==> src/rtl/i2c_regfile_slave.sv <==
// i2c_regfile_slave: I2C target exposing NUM_REGS byte registers through an auto-incrementing pointer
module i2c_regfile_slave #(
  parameter logic [6:0] I2C_ADDR = 7'h64,
  parameter int NUM_REGS = 4,
  parameter int SYNC_STAGES = 3,
  localparam int AW = NUM_REGS > 1 ? $clog2(NUM_REGS) : 1
) (
  input  logic                  clk,
  input  logic                  rst,
  input  logic                  scl_in,
  input  logic                  sda_in,
  output logic                  sda_oe,
  input  logic [NUM_REGS*8-1:0] rd_data,
  output logic                  wr_valid,
  output logic [AW-1:0]         wr_addr,
  output logic [7:0]            wr_data,
  output logic                  busy
);
  localparam logic [3:0] S_IDLE = 4'd0, S_ADDR = 4'd1, S_ADDR_ACK = 4'd2, S_PTR = 4'd3,
    S_PTR_ACK = 4'd4, S_WDATA = 4'd5, S_WDATA_ACK = 4'd6, S_RDATA = 4'd7, S_MACK = 4'd8;
  logic [SYNC_STAGES-1:0] scl_s, sda_s;
  logic scl, sda, scl_d, sda_d;
  logic scl_rise, scl_fall, start_c, stop_c, byte_done;
  logic [3:0] state, cnt;
  logic [7:0] shreg, rd_byte, rd_nx;
  logic rw;
  logic [AW-1:0] ptr, ptr_nx;
  assign scl = scl_s[SYNC_STAGES-1];
  assign sda = sda_s[SYNC_STAGES-1];
  assign scl_rise = scl & ~scl_d;
  assign scl_fall = ~scl & scl_d;
  assign start_c = scl & scl_d & sda_d & ~sda;
  assign stop_c = scl & scl_d & ~sda_d & sda;
  assign byte_done = scl_fall && cnt == 4'd8;
  assign ptr_nx = (ptr == AW'(NUM_REGS - 1)) ? '0 : ptr + 1'b1;
  assign rd_byte = rd_data[{ptr, 3'b000} +: 8];
  assign rd_nx = rd_data[{ptr_nx, 3'b000} +: 8];
  always_ff @(posedge clk or posedge rst) begin
    if (rst) begin
      scl_s <= '1;
      sda_s <= '1;
      scl_d <= 1'b1;
      sda_d <= 1'b1;
      state <= S_IDLE;
      cnt <= '0;
      shreg <= '0;
      rw <= 1'b0;
      ptr <= '0;
      sda_oe <= 1'b0;
      wr_valid <= 1'b0;
      wr_addr <= '0;
      wr_data <= '0;
      busy <= 1'b0;
    end else begin
      scl_s <= {scl_s[SYNC_STAGES-2:0], scl_in};
      sda_s <= {sda_s[SYNC_STAGES-2:0], sda_in};
      scl_d <= scl;
      sda_d <= sda;
      wr_valid <= 1'b0;
      if (stop_c) begin
        state <= S_IDLE;
        sda_oe <= 1'b0;
        busy <= 1'b0;
      end else if (start_c) begin
        state <= S_ADDR;
        cnt <= '0;
        sda_oe <= 1'b0;
      end else begin
        case (state)
          S_ADDR, S_PTR, S_WDATA: begin
            if (scl_rise) begin
              shreg <= {shreg[6:0], sda};
              cnt <= cnt + 4'd1;
            end else if (byte_done) begin
              // The ACK is driven from the fall that ends bit 8 until the next fall
              if (state == S_ADDR) begin
                sda_oe <= shreg[7:1] == I2C_ADDR;
                busy <= shreg[7:1] == I2C_ADDR;
                rw <= shreg[0];
                state <= shreg[7:1] == I2C_ADDR ? S_ADDR_ACK : S_IDLE;
              end else if (state == S_PTR) begin
                sda_oe <= 1'b1;
                ptr <= int'(shreg) < NUM_REGS ? shreg[AW-1:0] : '0;
                state <= S_PTR_ACK;
              end else begin
                sda_oe <= 1'b1;
                wr_valid <= 1'b1;
                wr_addr <= ptr;
                wr_data <= shreg;
                ptr <= ptr_nx;
                state <= S_WDATA_ACK;
              end
            end
          end
          S_ADDR_ACK: if (scl_fall) begin
            cnt <= '0;
            shreg <= rw ? rd_byte : shreg;
            sda_oe <= rw & ~rd_byte[7];
            state <= rw ? S_RDATA : S_PTR;
          end
          S_PTR_ACK, S_WDATA_ACK: if (scl_fall) begin
            sda_oe <= 1'b0;
            cnt <= '0;
            state <= S_WDATA;
          end
          S_RDATA: begin
            if (scl_rise) begin
              shreg <= {shreg[6:0], 1'b0};
              cnt <= cnt + 4'd1;
            end else if (scl_fall) begin
              sda_oe <= cnt != 4'd8 && !shreg[7];
              state <= cnt == 4'd8 ? S_MACK : S_RDATA;
            end
          end
          S_MACK: if (scl_rise) begin
            if (sda) begin
              state <= S_IDLE;
              busy <= 1'b0;
            end else begin
              ptr <= ptr_nx;
              shreg <= rd_nx;
              cnt <= '0;
              state <= S_RDATA;
            end
          end
          default: ;
        endcase
      end
    end
  end
endmodule

==> config.mk <==
export PLATFORM = sky130hd
export DESIGN_NAME = i2c_regfile_slave
export DESIGN_NICKNAME = d
export VERILOG_FILES = /design/src/rtl/i2c_regfile_slave.sv
export SDC_FILE = /design/constraint.sdc
export NUM_CORES = 1
export LEC_CHECK = 0
export CAP_MARGIN = 10
export CORE_AREA = 2 2 98 100
export CTS_BUF_LIST = sky130_fd_sc_hd__clkbuf_4
export CTS_CLUSTER_DIAMETER = 100
export CTS_CLUSTER_SIZE = 10
export DETAILED_ROUTE_END_ITERATION = 10
export DIE_AREA = 0 0 100 102
export PLACE_DENSITY = 0.5
export SETUP_SLACK_MARGIN = 0.5
export SLEW_MARGIN = 20
export SYNTH_ARGS = -nofsm -noshare
export SYNTH_HDL_FRONTEND = slang
export SYNTH_SLANG_ARGS = --single-unit
==> constraint.sdc <==
create_clock -name clk -period 3 [get_ports clk]
set_input_delay 0.3 -clock clk [delete_from_list [all_inputs] [get_ports clk]]
set_output_delay 0.3 -clock clk [all_outputs]
set_load 0.01 [all_outputs]
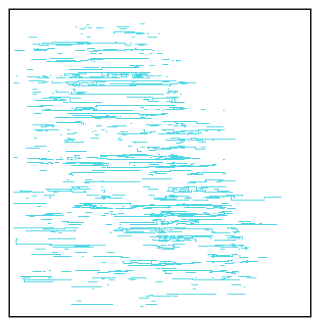
(images/m1.png)
(3 px per um)
wire length on this layer = 2990 um
share of all routed wire = 43%
longest straight run = 30.8 um
main direction = horizontal
nets with wire on the layer = 301
Vias: 2233
total wire length: 7008 um
met1 Track Usage GR: 0.1803

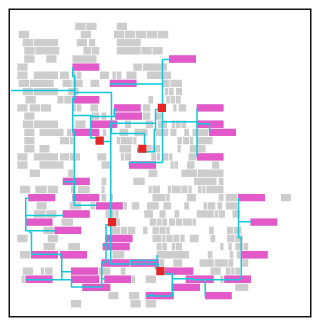
(images/clock_wires.png)
(3 px per um)
magenta -> flip-flops  # count 40
red -> clock-net drivers  # count 5
cyan -> clock wires  # length 578 um
routed clock nets = 6
Clk. pwr: 381 uW
clk_lat worst skew: 0.37 ns
Clock Power Share: 0.147

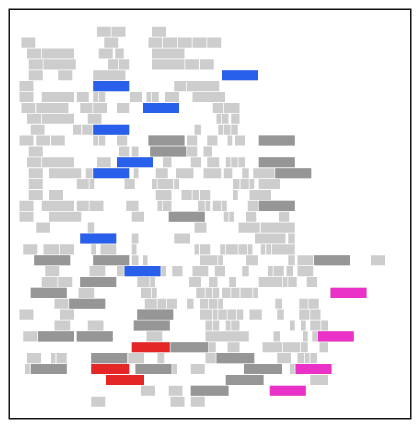
(images/ff_map.png)
(4 px per um) Other sequential cells in the stronger grey, the rest of the logic in the fainter grey.
magenta -> `cnt`  # flops 4, where south-east
red -> `sda_s`  # flops 3
blue -> `shreg`  # flops 8
not coloured = 25

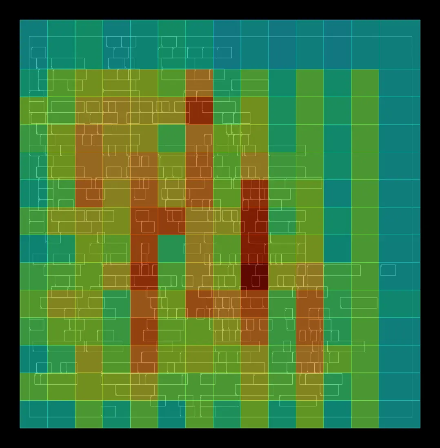
(images/congestion_map.png)
drt wl/cell: 17.09 um
met3 Use GR: 0.03352

==> flow_metrics.py <==
# Physical implementation metrics
metrics = {
    "run_status": {
        "status": "finished clean",
    },
    "critical_path": {
        "cp-start-kind": "flip-flop",
        "path_class": "flip-flop to flip-flop",
        "cp_max_fo": 11,
        "crit_arrival_ns": 2.57,
    },
    "logic_synthesis": {
        "ys_area_um2": 2683,
        "mux_share": 0.2099,
        "synthDistinctLibCells": 55,
        "ys.flop_type": "dfrtp_1",
        "xor_share": 0.003265,
        "netlist_area_um2": 2683,
        "ys_sh_adder": 0.01399,
        "synthTopLogicFamily": "multiplexers",
        "syn-num-nets": 288,
        "ys_cells": 249,
        "ys_warn_count": 0,
        "yosysTopAreaCell": "dfrtp_1",
        "top_cell_area_share": 0.2985,
        "syn_avg_cell_area_um2": 10.77,
        "synthTopCellsByCount": "dfrtp_1, nor2_1, nand2_1",
    },
    "final_timing": {
        "fin_crit_sh": 0.7659,
        "whs_ns": 0.3234,
        "fin_setup_tns_ns": 0,
        "fin_ws_ns": 0.7022,
        "relSlewSlack": 0.3803,
        "slew_violations": 0,
        "grt_setup_unrepaired": "no",
        "finalHoldViolCount": 0,
    },
    "clock_network": {
        "cts_htree_levels": 2,
        "postCtsSetupRepairBufs": 0,
        "clk_pin_slew_ns": 0.14,
        "cts.repair.resized": 0,
        "cts_tree": "built",
        "cts_buffer_depth": 2,
        "hold_buffers": 0,
        "cts_root_buf": "clkbuf_4",
    },
    "pwr": {
        "ir_worst_vdd_mv": 0.2714,
        "p_total_mw": 2.600,
        "power.density_nw_per_um2": 772.3,
        "p_sw_mw": 1.059,
        "pwr-share-seq": 0.331,
        "power_frac_comb": 0.522,
    },
    "placed_design": {
        "dp_hpwl_um": 5153,
        "place.gp.congestion": 0.8374,
        "dp.cells": 402,
        "pre_cts_ws_ns": 0.6742,
    },
    "global_routing": {
        "overflow": 0,
        "grt_max_degree": 41,
        "grt_usage": 0.1454,
    },
    "route": {
        "drc_errors": 0,
        "dr.pass1.iters": 5,
    },
    "floorplan": {
        "chipHeight_um": 102,
        "coreArea_um2": 9109,
        "die_w_um": 100,
        "row_count": 35,
    },
    "finish": {
        "diodes": 0,
        "final_cells": 410,
        "area_delta_synth_final_pct": 25.51,
        "stdcell_area_um2": 3367,
        "fin_util": 0.3696,
    },
    "flow_run": {
        "drv_cap": 0,
        "warnings": 27,
    },
}
==> worst paths after layout <==
path                               start  endpoint  slack, ns
worst max register to register    ptr[1]  shreg[0]       0.70
worst min register to register  scl_s[0]  scl_s[1]       0.37
min in group asynchronous            rst  wr_valid       0.34
worst min-delay path              sda_in  sda_s[0]       0.32
max in group asynchronous            rst  scl_s[0]       2.28
worst max-delay path              ptr[1]  shreg[0]       0.70
==> power groups by stage <==
| stage | combinational [mW] | clock (mW) | sequential (mW) |
|---|---|---|---|
| global route | 1.49 | 0.421 | 0.888 |
| finish | 1.36 | 0.381 | 0.862 |
| floorplan | 1.11 | 0 | 0.774 |
| detailed placement | 1.37 | 0 | 0.875 |
| CTS | 1.38 | 0.395 | 0.864 |
| global placement | 1.36 | 0 | 0.874 |
==> worst max-delay path, cell delays in order, from the launching register on <==
cell and delay, ns:
dfrtp_1 0.41, ha_1 0.65, mux4_2 0.57, a211oi_1 0.25, a21oi_1 0.07, mux2_2 0.26
==> routing by layer <==
metal	part of all wire	track usage	vias up
li1	-	-	1055
met1	0.43	0.1803	1105
met2	0.51	0.2552	63
met3	0.043	0.03352	10
met4	0.016	0.04110	0
met5	0	0	-
==> final cells by class <==
| class | count | area [um2] |
|---|---|---|
| tap | 111 | 138.9 |
| timing repair buffer | 58 | 555.5 |
| clock inverter | 3 | 46.29 |
| inverter | 7 | 26.28 |
| multi-input combinational | 186 | 1551 |
| fill | 908 | 5742 |
| sequential | 40 | 1011 |
| clock buffer | 5 | 37.54 |
==> sequential cells by signal, indices dropped and copies added (netlist names) <==
signal / count
busy: 1
scl_d: 1
ptr: 2
rw: 1
wr_data: 8
sda_oe: 1
cnt: 4
shreg: 8
scl_s: 3
wr_valid: 1
sda_d: 1
wr_addr: 2
sda_s: 3
state: 4
Power and IR drop assume default switching activity.
